Run 1, signal wires by layer:
(4 px per µm)
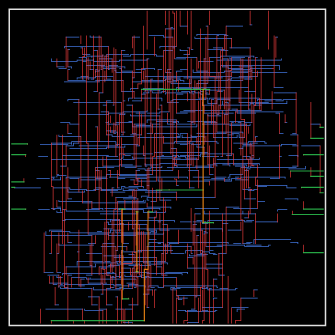
Run 1, sequential cells colored by netlist name:
(6 px per µm) Other sequential cells in the stronger gray, the rest of the logic in the fainter gray.
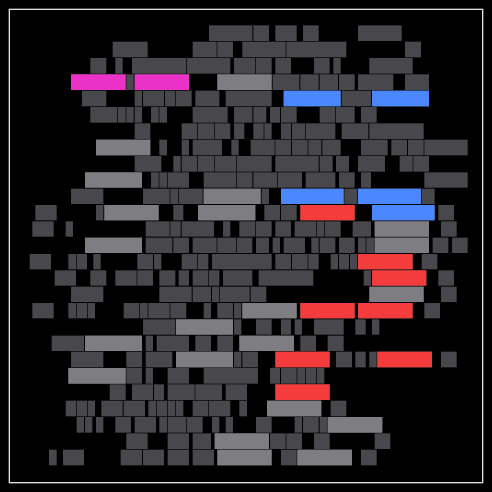
Run 1, layout detail:
Window x 49 to 69, y 10 to 30 µm. Cells in gray, sequential cells in the stronger gray; small squares are vias.
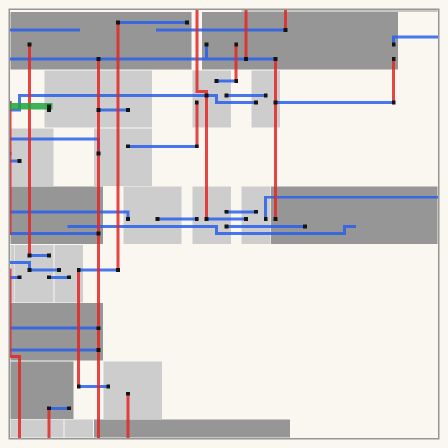
--- src/rtl/qq_head.sv ---
// qq_head: root controller and client front-end for the QuickQ node chain.
//
// Holds the current minimum key in a root register. It forwards displaced keys
// down to the level-0 node with enq_o/data_o and requests promotions with deq_o.
// The root is refilled from data_i in the last cycle of the dequeue wait. The
// block also owns occupancy (count/full/empty) and the node-chain issue
// interval II.
//
// Ports:
//   clk, rst (async, active low)
//   enq_req, deq_req, key_i     user requests, qualified by ready
//   ready, deq_valid, deq_data  user handshake / dequeued key
//   full, empty, count, err     occupancy and sticky misuse flag
//   enq_o, deq_o, data_o        commands to level-0 node
//   data_i                      key promoted from level 0
//
// Build option: define QQ_HEAD_ERR_EN to build the sticky misuse detector.
// Without it, err is tied low.
//
// state    | meaning
// ---------+-----------------------------------------------------------
// IDLE     | ready for a user operation
// ENQ_WAIT | enqueue forwarded to level 0; holding off for the issue interval
// DEQ_WAIT | promotion requested; root reloads from data_i on the last cycle

module qq_head #(
   parameter int W  = 8,
   parameter int D  = 16,
   parameter int II = 4,
   localparam int CW = $clog2(D + 1)
) (
   input  logic          clk,
   input  logic          rst,
   input  logic          enq_req,
   input  logic          deq_req,
   input  logic [W-1:0]  key_i,
   output logic          ready,
   output logic          deq_valid,
   output logic [W-1:0]  deq_data,
   output logic          full,
   output logic          empty,
   output logic [CW-1:0] count,
   output logic          err,
   output logic          enq_o,
   output logic          deq_o,
   output logic [W-1:0]  data_o,
   input  logic [W-1:0]  data_i
);

   localparam int IW = (II > 2) ? $clog2(II - 1) : 1;
   localparam logic [W-1:0] MAX_KEY = '1;

   typedef enum logic [1:0] {S_IDLE, S_ENQ_WAIT, S_DEQ_WAIT} state_t;

   state_t        state_q, state_d;
   logic [IW-1:0] ivl_q, ivl_d;
   logic [W-1:0]  root_q, root_d;
   logic [CW-1:0] count_q, count_d;
   logic          enq_o_q, enq_o_d;
   logic          deq_o_q, deq_o_d;
   logic [W-1:0]  data_o_q, data_o_d;
   logic          deq_valid_q, deq_valid_d;
   logic [W-1:0]  deq_data_q, deq_data_d;
   logic          enq_acc, deq_acc;
   logic          key_lt_root;

   assign ready = (state_q == S_IDLE);
   assign full  = (count_q == CW'(D));
   assign empty = (count_q == '0);

   assign deq_acc     = deq_req & ready & ~empty;
   assign enq_acc     = enq_req & ready & ~full & ~(deq_req & ~empty);
   // Strict compare: on a tie the incoming key is the one sent down.
   assign key_lt_root = (key_i < root_q);

   always_comb begin
      state_d     = state_q;
      ivl_d       = ivl_q;
      root_d      = root_q;
      count_d     = count_q;
      deq_data_d  = deq_data_q;
      enq_o_d     = 1'b0;
      deq_o_d     = 1'b0;
      data_o_d    = '0;
      deq_valid_d = 1'b0;
      case (state_q)
         S_IDLE: begin
            if (deq_acc) begin
               deq_valid_d = 1'b1;
               deq_data_d  = root_q;
               count_d     = count_q - CW'(1);
               if (count_q == CW'(1)) begin
                  root_d = MAX_KEY;
               end else begin
                  deq_o_d = 1'b1;
                  ivl_d   = IW'(II - 2);
                  state_d = S_DEQ_WAIT;
               end
            end else if (enq_acc) begin
               count_d = count_q + CW'(1);
               if (count_q == '0) begin
                  root_d = key_i;
               end else begin
                  root_d   = key_lt_root ? key_i : root_q;
                  data_o_d = key_lt_root ? root_q : key_i;
                  enq_o_d  = 1'b1;
                  ivl_d    = IW'(II - 2);
                  state_d  = S_ENQ_WAIT;
               end
            end
         end
         S_ENQ_WAIT, S_DEQ_WAIT: begin
            if (ivl_q == '0) begin
               state_d = S_IDLE;
               if (state_q == S_DEQ_WAIT) root_d = data_i;
            end else begin
               ivl_d = ivl_q - IW'(1);
            end
         end
         default: state_d = S_IDLE;
      endcase
   end

   always_ff @(posedge clk or negedge rst) begin
      if (!rst) begin
         state_q     <= S_IDLE;
         ivl_q       <= '0;
         root_q      <= MAX_KEY;
         count_q     <= '0;
         enq_o_q     <= 1'b0;
         deq_o_q     <= 1'b0;
         data_o_q    <= '0;
         deq_valid_q <= 1'b0;
         deq_data_q  <= '0;
      end else begin
         state_q     <= state_d;
         ivl_q       <= ivl_d;
         root_q      <= root_d;
         count_q     <= count_d;
         enq_o_q     <= enq_o_d;
         deq_o_q     <= deq_o_d;
         data_o_q    <= data_o_d;
         deq_valid_q <= deq_valid_d;
         deq_data_q  <= deq_data_d;
      end
   end

   assign count     = count_q;
   assign enq_o     = enq_o_q;
   assign deq_o     = deq_o_q;
   assign data_o    = data_o_q;
   assign deq_valid = deq_valid_q;
   assign deq_data  = deq_data_q;

`ifdef QQ_HEAD_ERR_EN
   logic err_q, err_d;

   always_comb begin
      err_d = err_q | (enq_req & ready & full) | (deq_req & ready & empty & ~enq_acc);
   end

   always_ff @(posedge clk or negedge rst) begin
      if (!rst) err_q <= 1'b0;
      else      err_q <= err_d;
   end

   assign err = err_q;
`else
   assign err = 1'b0;
`endif

endmodule

--- config.mk ---
export PLATFORM = sky130hd
export DESIGN_NAME = qq_head
export DESIGN_NICKNAME = d
export VERILOG_FILES = /design/src/rtl/qq_head.sv
export SDC_FILE = /design/constraint.sdc
export NUM_CORES = 1
export LEC_CHECK = 0
export ABC_AREA = 0
export CORE_MARGIN = 2
export CORE_UTILIZATION = 36
export DETAILED_ROUTE_END_ITERATION = 7
export PLACE_DENSITY = 0.69
export SYNTH_ARGS = -nofsm -noshare
export SYNTH_HDL_FRONTEND = slang
export SYNTH_SLANG_ARGS = --single-unit
--- constraint.sdc ---
create_clock -name clk -period 2 [get_ports clk]
set_input_delay 0.4 -clock clk [delete_from_list [all_inputs] [get_ports clk]]
set_output_delay 0.4 -clock clk [all_outputs]
set_load 0.1 [all_outputs]
==> run summary, run 1 <==
Hold Crit Class - register to register
Buf+Inv Stages, Crit Path - 4
Xor/xnor share - 1.75%
WHS Endpoint - deq_data[3]
Adder share - 9.35%
Hold Fails Final Rpt - 0
Maxcap violations - 0
Hold path start - deq_data[3]
Init Core Util - 36.9%
Final clock-cell share - 2.75%
Number of global-route vias before repair - 1812
Placed cells - 364
Die width - 78.7 µm
Leading area contributor after synthesis - dfrtp_1
Fill cells - 440
Die ar. - 6190 µm²
Buffer share of cell area - 29.6%
First-pass GRT wire length - 8440 µm
Pin count of the biggest net entering global routing - 37
Most Crowded Layer GR - met2
RSZ-0062 raised after global routing - yes
Reg area - 925 µm²
Post-synth EDFFs - 0
Final setup TNS - -4470 ps
Fmax - 0.431 GHz
Delay-heaviest family, CP - simple AND/OR/NAND/NOR gates
Cell Area, Synth - 2010 µm²
RR Endpoint - root_q[3]
Setup crit start - count[1]
CP endpoint kind - register
Logic cell area - 1110 µm²
Met1 Track Usage GR - 22.8%
Top Layout Cells - 73 x buf_4, 23 x nand2_1, 23 x dfrtp_1
# Cells Yosys - 199
Critical R2R Launch - count[1]
Port bufs - 46
Clock sinks - 36
Setup bufs post-CTS - 2
Status - complete, but fails checks
Clkbuf count - 8
Overall Global Routing Usage - 17.7%
Worst Path Arrival - 2540 ps
Post-Syn Instances - 199
DR pass1 iterations - 4
Cell Area, Placed - 3030 µm²
Mux share - 11.0%
Antenna Nets Post-Route - 0
CTS Buf Count - 5
Tmin final - 2320 ps
Nets - 338
Yosys chip area - 2010 µm²
Layout area overhead - 63.0%
FFs w/ async S/R, synth - 100%
Worst path max stage delay - 500 ps
H-tree levels - 2
Final core utilization - 60.2%
Nonclk inv count - 18
Critical path peak fanout - 6
Num ports - 48
Met1 Routed Length - 2390 µm
DRC - 0
Grt total ovfl - 0
Worst Path Required - 2220 ps
Reg2reg setup slack - -320 ps
Yosys aoi share - 12.5%
Tool warning count - 34
Worst Skew - 4.53 ps
Setup violations, final - 25
Core ar. - 5440 µm²
Crit path top cell by count - buf_6
Highest routed layer - met4
DP HPWL - 3870 µm
Hold-fix buffers at CTS - 0
Failing checks - setup timing
Fraction of layout cells with a size suffix above 1 - 45.4%
Post-synth top cells - 28 x dfrtp_1, 23 x nand2_1, 22 x nor2_1, 19 x o21ai_0, 17 x inv_1
Syn avg cell area - 10.1 µm²
1st-iter DRT viols - 101
Worst path cell trace - inv_4 > ha_4 > or4b_4 > buf_6 > clkinv_8 > o21ai_2 > a2111o_1 > buf_6 > mux2_4
N_taps - 72
Worst setup margin - -322 ps
Final WL - 5100 µm
Top logic family - simple AND/OR/NAND/NOR gates
Crit path depth - 9
Root Buffer - clkbuf_8
Die Ht - 78.7 µm
Worst Setup Start Kind - register
Min Hold Slack - 483 ps
Diodes inserted - 0
Met3 wire len - 117 µm
Flops after synth - 36
And+or+nand+nor area frac - 13.7%
Worst hold stages - 2
Biggest Area Class - multi-input combinational cells
Yosys warning count - 0
Met2 Use GR - 29.2%
Multi-In Gates - 136
Fin cells - 376
Slowest-stage cell, CP - or4b_4
Cell with the most instances after synthesis - dfrtp_1
DR WL/cell - 13.6 µm
Cell area after layout - 3270 µm²
## Picture notes: 'signal wires by layer'
| layer | color | wire length |
|---|---|---|
| M3 | green | 117 µm |
| M4 | orange | 98.8 µm |
| M1 | blue | 2390 µm |
| M2 | red | 2500 µm |

## Picture notes: 'sequential cells colored by netlist name'
| netlist name | color | placed flops |
|---|---|---|
| count | blue | 5 |
| deq_data | red | 8 |
| ivl_q | magenta | 2 |
not colored: 21

## Picture notes: 'layout detail'
| layer | color |
|---|---|
| M2 | red |
| M1 | blue |
| M3 | green |
most frequent: buf_4 (4)
netlist names of flops here include: deq_data (3)
sequential cells in the window: 3
cells with their middle in the window: 14

--- run 2 (diff from run 1) ---
--- a/config.mk
+++ b/config.mk
@@ -9,7 +9,6 @@
 export CORE_MARGIN = 2
 export CORE_UTILIZATION = 36
 export DETAILED_ROUTE_END_ITERATION = 7
-export PLACE_DENSITY = 0.69
 export SYNTH_ARGS = -nofsm -noshare
 export SYNTH_HDL_FRONTEND = slang
 export SYNTH_SLANG_ARGS = --single-unit
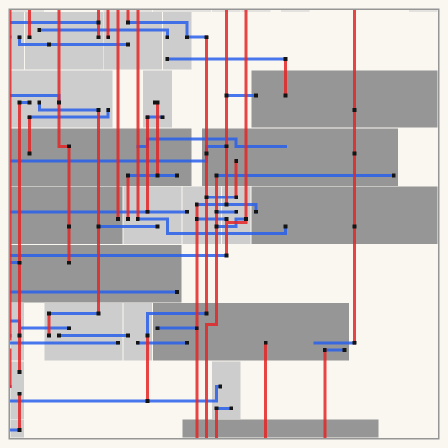
Run 2: layout detail
Window x 49 to 69, y 10 to 30 µm. Cells in gray, sequential cells in the stronger gray; small squares are vias.
| layer | color |
|---|---|
| M1 | blue |
| M2 | red |
netlist names of flops here include: data_o (2), deq_data (2), root_q (2)
cells with their middle in the window: 18
sequential cells in the window: 7
most frequent: dfrtp_1 (5)

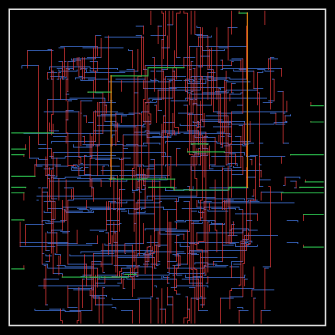
Run 2: signal wires by layer
(4 px per µm)
| layer | color | wire length |
|---|---|---|
| M3 | green | 182 µm |
| M4 | orange | 69.4 µm |
| M1 | blue | 2180 µm |
| M2 | red | 2570 µm |

==> run 2 against run 1 <==
  * The run still ends with setup timing left
  * Synthesized area did not move
  * Flip-flop count did not move
  * Maximum frequency fell by 0.93%
  * Count of clock-buffer cells in the layout fell by 3
  * Hold slack got worse by 2.1 ps
  * Final area fell by 0.96%
  * Register-to-register slack got worse by 20 ps
  * Worst setup slack got worse by 22 ps
  * Critical path type unchanged
  * Highest routed layer unchanged
==> run summary, run 2 <==
DRC - 0
Layout area overhead - 61.5%
Antenna Nets Post-Route - 0
Crit path top cell by count - buf_6
DR pass1 iterations - 6
Met1 Track Usage GR - 21.9%
DR WL/cell - 13.3 µm
Port bufs - 46
Die Ht - 78.7 µm
Worst setup margin - -344 ps
Hold Crit Class - register to register
Post-synth top cells - 28 x dfrtp_1, 23 x nand2_1, 22 x nor2_1, 19 x o21ai_0, 17 x inv_1
Worst hold stages - 2
Logic cell area - 1080 µm²
Top logic family - simple AND/OR/NAND/NOR gates
1st-iter DRT viols - 56
Die width - 78.7 µm
Num ports - 48
Cell area after layout - 3240 µm²
Hold Fails Final Rpt - 0
Nonclk inv count - 18
Biggest Area Class - multi-input combinational cells
Failing checks - setup timing
Yosys warning count - 0
Placed cells - 362
Root Buffer - clkbuf_8
Min Hold Slack - 481 ps
Hold path start - deq_data[1]
Leading area contributor after synthesis - dfrtp_1
CP endpoint kind - register
Xor/xnor share - 1.75%
Yosys chip area - 2010 µm²
FFs w/ async S/R, synth - 100%
Flops after synth - 36
Maxcap violations - 0
Worst path cell trace - inv_4 > ha_4 > or4b_4 > buf_6 > clkinv_8 > o21ai_2 > a2111o_1 > buf_6 > mux2_4
H-tree levels - 2
Mux share - 11.0%
Nets - 337
Final WL - 5000 µm
Multi-In Gates - 136
Cell Area, Placed - 3000 µm²
Die ar. - 6190 µm²
Worst Skew - 5.11 ps
Clock sinks - 36
Met3 usage - 3.68%
Most Crowded Layer GR - met2
Met3 wire len - 182 µm
Setup crit start - count[1]
Tool warning count - 34
Setup violations, final - 23
Number of global-route vias before repair - 1718
Buffer share of cell area - 29.3%
Yosys aoi share - 12.5%
Num rows - 27
Critical path peak fanout - 4
Fmax - 0.427 GHz
First-pass GRT wire length - 8260 µm
Met1 Routed Length - 2180 µm
Clkbuf count - 5
And+or+nand+nor area frac - 13.7%
Core ar. - 5440 µm²
Critical R2R Launch - count[1]
Diodes inserted - 0
Reg2reg setup slack - -340 ps
Hold-fix buffers at CTS - 0
Tmin final - 2340 ps
Adder share - 9.35%
DP HPWL - 3790 µm
Highest routed layer - met4
Overall Global Routing Usage - 17.3%
Worst Setup Start Kind - register
Post-synth EDFFs - 0
Fill cells - 471
Syn avg cell area - 10.1 µm²
Status - complete, but fails checks
Wire length on met2 - 2570 µm
# Cells Yosys - 199
N_taps - 72
RSZ-0062 raised after global routing - yes
Final setup TNS - -5330 ps
Setup bufs post-CTS - 3
Worst Path Required - 2220 ps
Final clock-cell share - 3.44%
Post-Syn Instances - 199
Fin cells - 375
Worst path max stage delay - 490 ps
Buf+Inv Stages, Crit Path - 4
Slowest-stage cell, CP - dfrtp_4
WHS Endpoint - deq_data[1]
Cell with the most instances after synthesis - dfrtp_1
Multi-input combinational area share - 33.2%
Met2 Use GR - 28.9%
Pin count of the biggest net entering global routing - 37
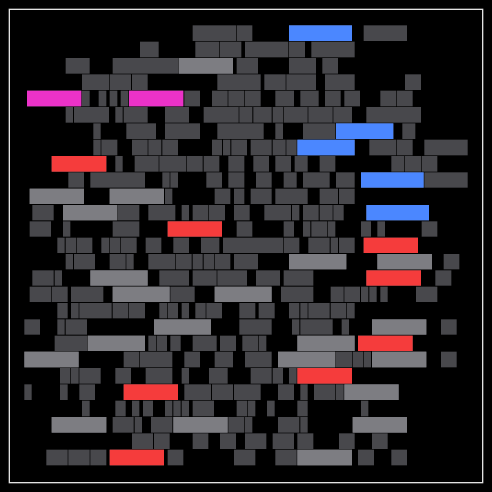
Run 2: sequential cells colored by netlist name
(6 px per µm) Other sequential cells in the stronger gray, the rest of the logic in the fainter gray.
| netlist name | color | placed flops |
|---|---|---|
| deq_data | red | 8 |
| ivl_q | magenta | 2 |
| count | blue | 5 |
sequential cell area share: 28.5%
final core utilization: 59.6%
Reg area: 925 µm²

